Run 1, signal wires on met1:
The bar under the picture is 20 um long.
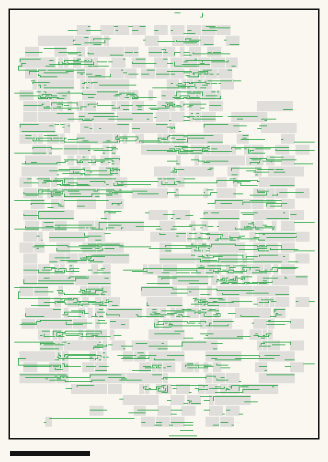
Run 1, the metal 2 layer:
The bar under the picture is 20 um long.
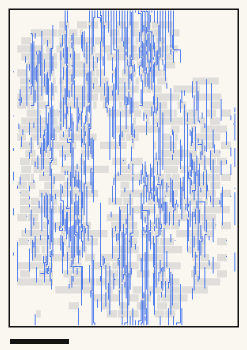
Run 1, M3 wires:
The bar under the picture is 20 um long.
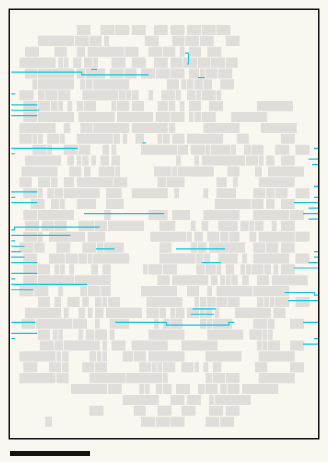
--- src/rtl/hazard_stall_unit_if.sv ---
// Hazard/stall control bundle between the pipeline datapath and hazard_stall_unit.
// The pipeline side is the master: it reports hazard sources and receives the load/flush controls.
interface hazard_stall_unit_if;
    logic       imem_resp;
    logic       dmem_req;
    logic       dmem_resp;
    logic       id_ex_mem_read;
    logic [4:0] id_ex_rd;
    logic [4:0] if_id_rs1;
    logic [4:0] if_id_rs2;
    logic       if_id_uses_rs1;
    logic       if_id_uses_rs2;
    logic       br_redirect;
    logic       ld_pc;
    logic       ld_if_id;
    logic       ld_id_ex;
    logic       ld_ex_mem;
    logic       ld_mem_wb;
    logic       flush_if_id;
    logic       bubble_id_ex;

    modport master (
        output imem_resp, dmem_req, dmem_resp, id_ex_mem_read, id_ex_rd,
               if_id_rs1, if_id_rs2, if_id_uses_rs1, if_id_uses_rs2, br_redirect,
        input  ld_pc, ld_if_id, ld_id_ex, ld_ex_mem, ld_mem_wb, flush_if_id, bubble_id_ex
    );

    modport slave (
        input  imem_resp, dmem_req, dmem_resp, id_ex_mem_read, id_ex_rd,
               if_id_rs1, if_id_rs2, if_id_uses_rs1, if_id_uses_rs2, br_redirect,
        output ld_pc, ld_if_id, ld_id_ex, ld_ex_mem, ld_mem_wb, flush_if_id, bubble_id_ex
    );
endinterface

--- src/rtl/hazard_stall_unit.sv ---
// Pipeline hazard controller: memory-wait freezes, branch redirect flushes and load-use bubbles,
// with saturating stall/bubble cycle counters. Controls are combinational (zero added latency).
module hazard_stall_unit #(
    parameter int CNT_W      = 32,
    parameter int LU_BUBBLES = 1
) (
    input  logic             clk,
    input  logic             rst,
    hazard_stall_unit_if.slave hz,
    output logic [CNT_W-1:0] stall_cycles,
    output logic [CNT_W-1:0] bubble_cycles
);
    typedef enum logic [1:0] {RUN, FREEZE, LU_HOLD} state_t;

    localparam logic [1:0] LU_INIT = 2'(LU_BUBBLES - 1);

    state_t     state, next_state;
    logic       redirect_pending, next_pending;
    logic [1:0] lu_cnt, next_lu;
    logic       mem_wait, lu_hazard, hold_active, freeze;
    logic       ld_pc_c, ld_if_id_c, ld_back_c, flush_c, bubble_c;

    assign mem_wait  = (hz.dmem_req & ~hz.dmem_resp) | ~hz.imem_resp;
    assign lu_hazard = hz.id_ex_mem_read & (hz.id_ex_rd != 5'd0) &
                       ((hz.if_id_uses_rs1 & (hz.if_id_rs1 == hz.id_ex_rd)) |
                        (hz.if_id_uses_rs2 & (hz.if_id_rs2 == hz.id_ex_rd)));
    // A freeze that interrupted a load-use hold resumes the hold via the retained lu_cnt.
    assign hold_active = (state == LU_HOLD) || (state == FREEZE && lu_cnt != 2'd0);

    always_comb begin
        next_state   = state;
        next_pending = redirect_pending;
        next_lu      = lu_cnt;
        freeze       = 1'b0;
        ld_pc_c      = 1'b1;
        ld_if_id_c   = 1'b1;
        ld_back_c    = 1'b1;
        flush_c      = 1'b0;
        bubble_c     = 1'b0;
        if (mem_wait) begin
            freeze     = 1'b1;
            ld_pc_c    = 1'b0;
            ld_if_id_c = 1'b0;
            ld_back_c  = 1'b0;
            next_state = FREEZE;
            if (hz.br_redirect) next_pending = 1'b1;
        end else if (hz.br_redirect || redirect_pending) begin
            flush_c      = 1'b1;
            bubble_c     = 1'b1;
            next_pending = 1'b0;
            next_lu      = 2'd0;
            next_state   = RUN;
        end else if (hold_active) begin
            ld_pc_c    = 1'b0;
            ld_if_id_c = 1'b0;
            bubble_c   = 1'b1;
            next_lu    = lu_cnt - 2'd1;
            next_state = (lu_cnt == 2'd1) ? RUN : LU_HOLD;
        end else if (lu_hazard) begin
            ld_pc_c    = 1'b0;
            ld_if_id_c = 1'b0;
            bubble_c   = 1'b1;
            next_lu    = LU_INIT;
            next_state = (LU_INIT != 2'd0) ? LU_HOLD : RUN;
        end else begin
            next_state = RUN;
        end
    end

    // Reset forces every control low immediately, independent of the inputs.
    always_comb begin
        hz.ld_pc        = rst & ld_pc_c;
        hz.ld_if_id     = rst & ld_if_id_c;
        hz.ld_id_ex     = rst & ld_back_c;
        hz.ld_ex_mem    = rst & ld_back_c;
        hz.ld_mem_wb    = rst & ld_back_c;
        hz.flush_if_id  = rst & flush_c;
        hz.bubble_id_ex = rst & bubble_c;
    end

    always_ff @(posedge clk or negedge rst) begin
        if (!rst) begin
            state            <= RUN;
            redirect_pending <= 1'b0;
            lu_cnt           <= 2'd0;
            stall_cycles     <= '0;
            bubble_cycles    <= '0;
        end else begin
            state            <= next_state;
            redirect_pending <= next_pending;
            lu_cnt           <= next_lu;
            if (freeze && stall_cycles != '1)
                stall_cycles <= stall_cycles + 1'b1;
            if (bubble_c && bubble_cycles != '1)
                bubble_cycles <= bubble_cycles + 1'b1;
        end
    end
endmodule

--- src/flat_wrapper.sv ---
// flat-port wrapper written by rule: the top's interface ports become plain ports
module hazard_stall_unit_flat 
#(
    parameter int CNT_W      = 32,
    parameter int LU_BUBBLES = 1
)
  (clk, rst, stall_cycles, bubble_cycles, hz_imem_resp, hz_dmem_req, hz_dmem_resp, hz_id_ex_mem_read, hz_id_ex_rd, hz_if_id_rs1, hz_if_id_rs2, hz_if_id_uses_rs1, hz_if_id_uses_rs2, hz_br_redirect, hz_ld_pc, hz_ld_if_id, hz_ld_id_ex, hz_ld_ex_mem, hz_ld_mem_wb, hz_flush_if_id, hz_bubble_id_ex);
  hazard_stall_unit_if hz_i ();
  input  logic clk;
  input  logic rst;
  output logic [CNT_W-1:0] stall_cycles;
  output logic [CNT_W-1:0] bubble_cycles;
  input wire logic [$bits(hz_i.imem_resp)-1:0] hz_imem_resp;
  input wire logic [$bits(hz_i.dmem_req)-1:0] hz_dmem_req;
  input wire logic [$bits(hz_i.dmem_resp)-1:0] hz_dmem_resp;
  input wire logic [$bits(hz_i.id_ex_mem_read)-1:0] hz_id_ex_mem_read;
  input wire logic [$bits(hz_i.id_ex_rd)-1:0] hz_id_ex_rd;
  input wire logic [$bits(hz_i.if_id_rs1)-1:0] hz_if_id_rs1;
  input wire logic [$bits(hz_i.if_id_rs2)-1:0] hz_if_id_rs2;
  input wire logic [$bits(hz_i.if_id_uses_rs1)-1:0] hz_if_id_uses_rs1;
  input wire logic [$bits(hz_i.if_id_uses_rs2)-1:0] hz_if_id_uses_rs2;
  input wire logic [$bits(hz_i.br_redirect)-1:0] hz_br_redirect;
  output wire logic [$bits(hz_i.ld_pc)-1:0] hz_ld_pc;
  output wire logic [$bits(hz_i.ld_if_id)-1:0] hz_ld_if_id;
  output wire logic [$bits(hz_i.ld_id_ex)-1:0] hz_ld_id_ex;
  output wire logic [$bits(hz_i.ld_ex_mem)-1:0] hz_ld_ex_mem;
  output wire logic [$bits(hz_i.ld_mem_wb)-1:0] hz_ld_mem_wb;
  output wire logic [$bits(hz_i.flush_if_id)-1:0] hz_flush_if_id;
  output wire logic [$bits(hz_i.bubble_id_ex)-1:0] hz_bubble_id_ex;
  assign hz_i.imem_resp = hz_imem_resp;
  assign hz_i.dmem_req = hz_dmem_req;
  assign hz_i.dmem_resp = hz_dmem_resp;
  assign hz_i.id_ex_mem_read = hz_id_ex_mem_read;
  assign hz_i.id_ex_rd = hz_id_ex_rd;
  assign hz_i.if_id_rs1 = hz_if_id_rs1;
  assign hz_i.if_id_rs2 = hz_if_id_rs2;
  assign hz_i.if_id_uses_rs1 = hz_if_id_uses_rs1;
  assign hz_i.if_id_uses_rs2 = hz_if_id_uses_rs2;
  assign hz_i.br_redirect = hz_br_redirect;
  assign hz_ld_pc = hz_i.ld_pc;
  assign hz_ld_if_id = hz_i.ld_if_id;
  assign hz_ld_id_ex = hz_i.ld_id_ex;
  assign hz_ld_ex_mem = hz_i.ld_ex_mem;
  assign hz_ld_mem_wb = hz_i.ld_mem_wb;
  assign hz_flush_if_id = hz_i.flush_if_id;
  assign hz_bubble_id_ex = hz_i.bubble_id_ex;
  hazard_stall_unit #(.CNT_W(CNT_W), .LU_BUBBLES(LU_BUBBLES)) u_core (.clk(clk), .rst(rst), .hz(hz_i), .stall_cycles(stall_cycles), .bubble_cycles(bubble_cycles));
endmodule
--- config.mk ---
export PLATFORM = sky130hd
export DESIGN_NAME = hazard_stall_unit_flat
export DESIGN_NICKNAME = d
export VERILOG_FILES = /design/src/rtl/hazard_stall_unit_if.sv /design/src/rtl/hazard_stall_unit.sv /design/src/flat_wrapper.sv
export SDC_FILE = /design/constraint.sdc
export NUM_CORES = 1
export LEC_CHECK = 0
export ABC_AREA = 0
export CORE_AREA = 2 2 75 105
export CTS_CLUSTER_SIZE = 16
export DETAILED_ROUTE_END_ITERATION = 10
export DIE_AREA = 0 0 77 107
export HOLD_SLACK_MARGIN = 0.02
export PLACE_DENSITY = 0.77
export SLEW_MARGIN = 0
export SYNTH_ARGS = -nofsm -noshare
export SYNTH_HDL_FRONTEND = slang
export SYNTH_SLANG_ARGS = --single-unit
--- constraint.sdc ---
create_clock -name clk -period 2.9 [get_ports clk]
set_input_delay 0.29 -clock clk [delete_from_list [all_inputs] [get_ports clk]]
set_output_delay 0.29 -clock clk [all_outputs]
set_load 0.01 [all_outputs]
==> results.txt <==
Update from the flow run.

Among all flip-flop cells after synthesis, the most frequent one is dfrtp_1. Before placement the cells fill 46.7% of the core. According to the floorplan report, the placeable core area is 7310 um2. The run finished with clean final reports. The number of placement rows is 37. The final layout report lists a filler cell count of 637. OpenSTA lists the critical path endpoint as hz_ld_pc.

Sequential cells account for a little under half of the total power. Clock-pin slew was measured on the worst setup and hold paths at 0.07 ns. The detail route stage leaves a number of antenna-violating nets equal to 0.

For this run, asynchronously set or reset flops after synthesis account for 100%. The count of unique library cells instantiated by Yosys is 38. The final-stage net count is 468.

The final HPWL from detailed placement is 5590 um. According to the timing report, the data required time at the worst endpoint equals 2.61 ns. The largest fanout on the critical path is 3. The number of setup buffers added after CTS is 0. The static leakage is roughly 0.0021 uW. Per the layout area report, the register area comes to 1730 um2. The number of antenna violations at the first check in global routing is 0.

The worst relative slew slack is a little over two fifths. The layout-stage area growth over the synthesis result is 35.1%. The library cells used most frequently in the layout, excluding fill and tap cells, are 93 x clkdlybuf4s50_1, 69 x dfrtp_1, 39 x nor2_1, 39 x xor2_1. The synthesis report lists the Yosys warning total as 0. Measured along the x axis, the die boundary spans 77 um. The worst-margin pin slew is 0.857 ns. The signal arrival time at the worst endpoint is 2.48 ns. The TritonCTS clock tree is done.

The final total negative setup slack is 0 ns.
Notes on 'signal wires on met1' above:
share of all routed wire	41%
nets with wire on the layer	417
longest straight run	21.2 um
wire length on this layer	3,120 um
main direction	horizontal

Notes on 'the metal 2 layer' above:
nets with wire on the layer	409
longest straight run	46.2 um
wire length on this layer	4,120 um

Notes on 'M3 wires' above:
share of all routed wire	4.2%
wire length on this layer	320 um

run 1: logic make-up (layout without fill, tap and decap cells):
| kind of cell | Yosys count | after routing | share of synthesized area [%] |
|---|---|---|---|
| compound gates | 17 | 17 | 3.00 |
| xor+xnor | 70 | 70 | 18.0 |
| fa+ha+maj | 4 | 4 | 1.47 |
| buf+inv | 26 | 131 | 3.99 |
| flops | 69 | 69 | 50.6 |
| mux | 4 | 4 | 1.28 |
| simple gates | 150 | 150 | 21.7 |
run 1: cell type report:
class,count,area share (%)
Sequential cell,69,37.4
Multi-Input combinational cell,245,33.6
Timing Repair Buffer,96,20.6
Clock buffer,12,3.15
Tap cell,97,2.63
Inverter,19,1.55
Clock inverter,4,1.03
run 1: registers in the layout (all words and copies together), names as in the netlist:
signal / cells
u_core.redirect_pending: 1
u_core.state: 2
u_core.bubble_cycles: 32
u_core.lu_cnt: 2
u_core.stall_cycles: 32
run 1: per-layer routing:
layer	wire, um	part of all wire, %	track usage (%)
met1	3120	41	22.5
met2	4120	54	34.3
met3	320	4.2	3.79
met4	62	0.81	8.04
met5	0	0	0
run 1: worst max-delay path: stages:
cell and delay [ns]:
clkdlybuf4s50_1 0.47, or4_1 0.55, o21ai_0 0.17, inv_1 0.09
nand2_1 0.06, nand2_1 0.05, a21oi_1 0.22, clkdlybuf4s50_1 0.58
run 1: power groups by stage:
stage	clock network (uW)	registers (uW)	logic, uW
6_report	773	1190	566
5_1_grt	832	1210	623
4_1_cts	788	1190	576
3_5_place_dp	0	1210	573
3_3_place_gp	0	1200	560
2_1_floorplan	0	1230	222
Power and IR drop assume default switching activity.
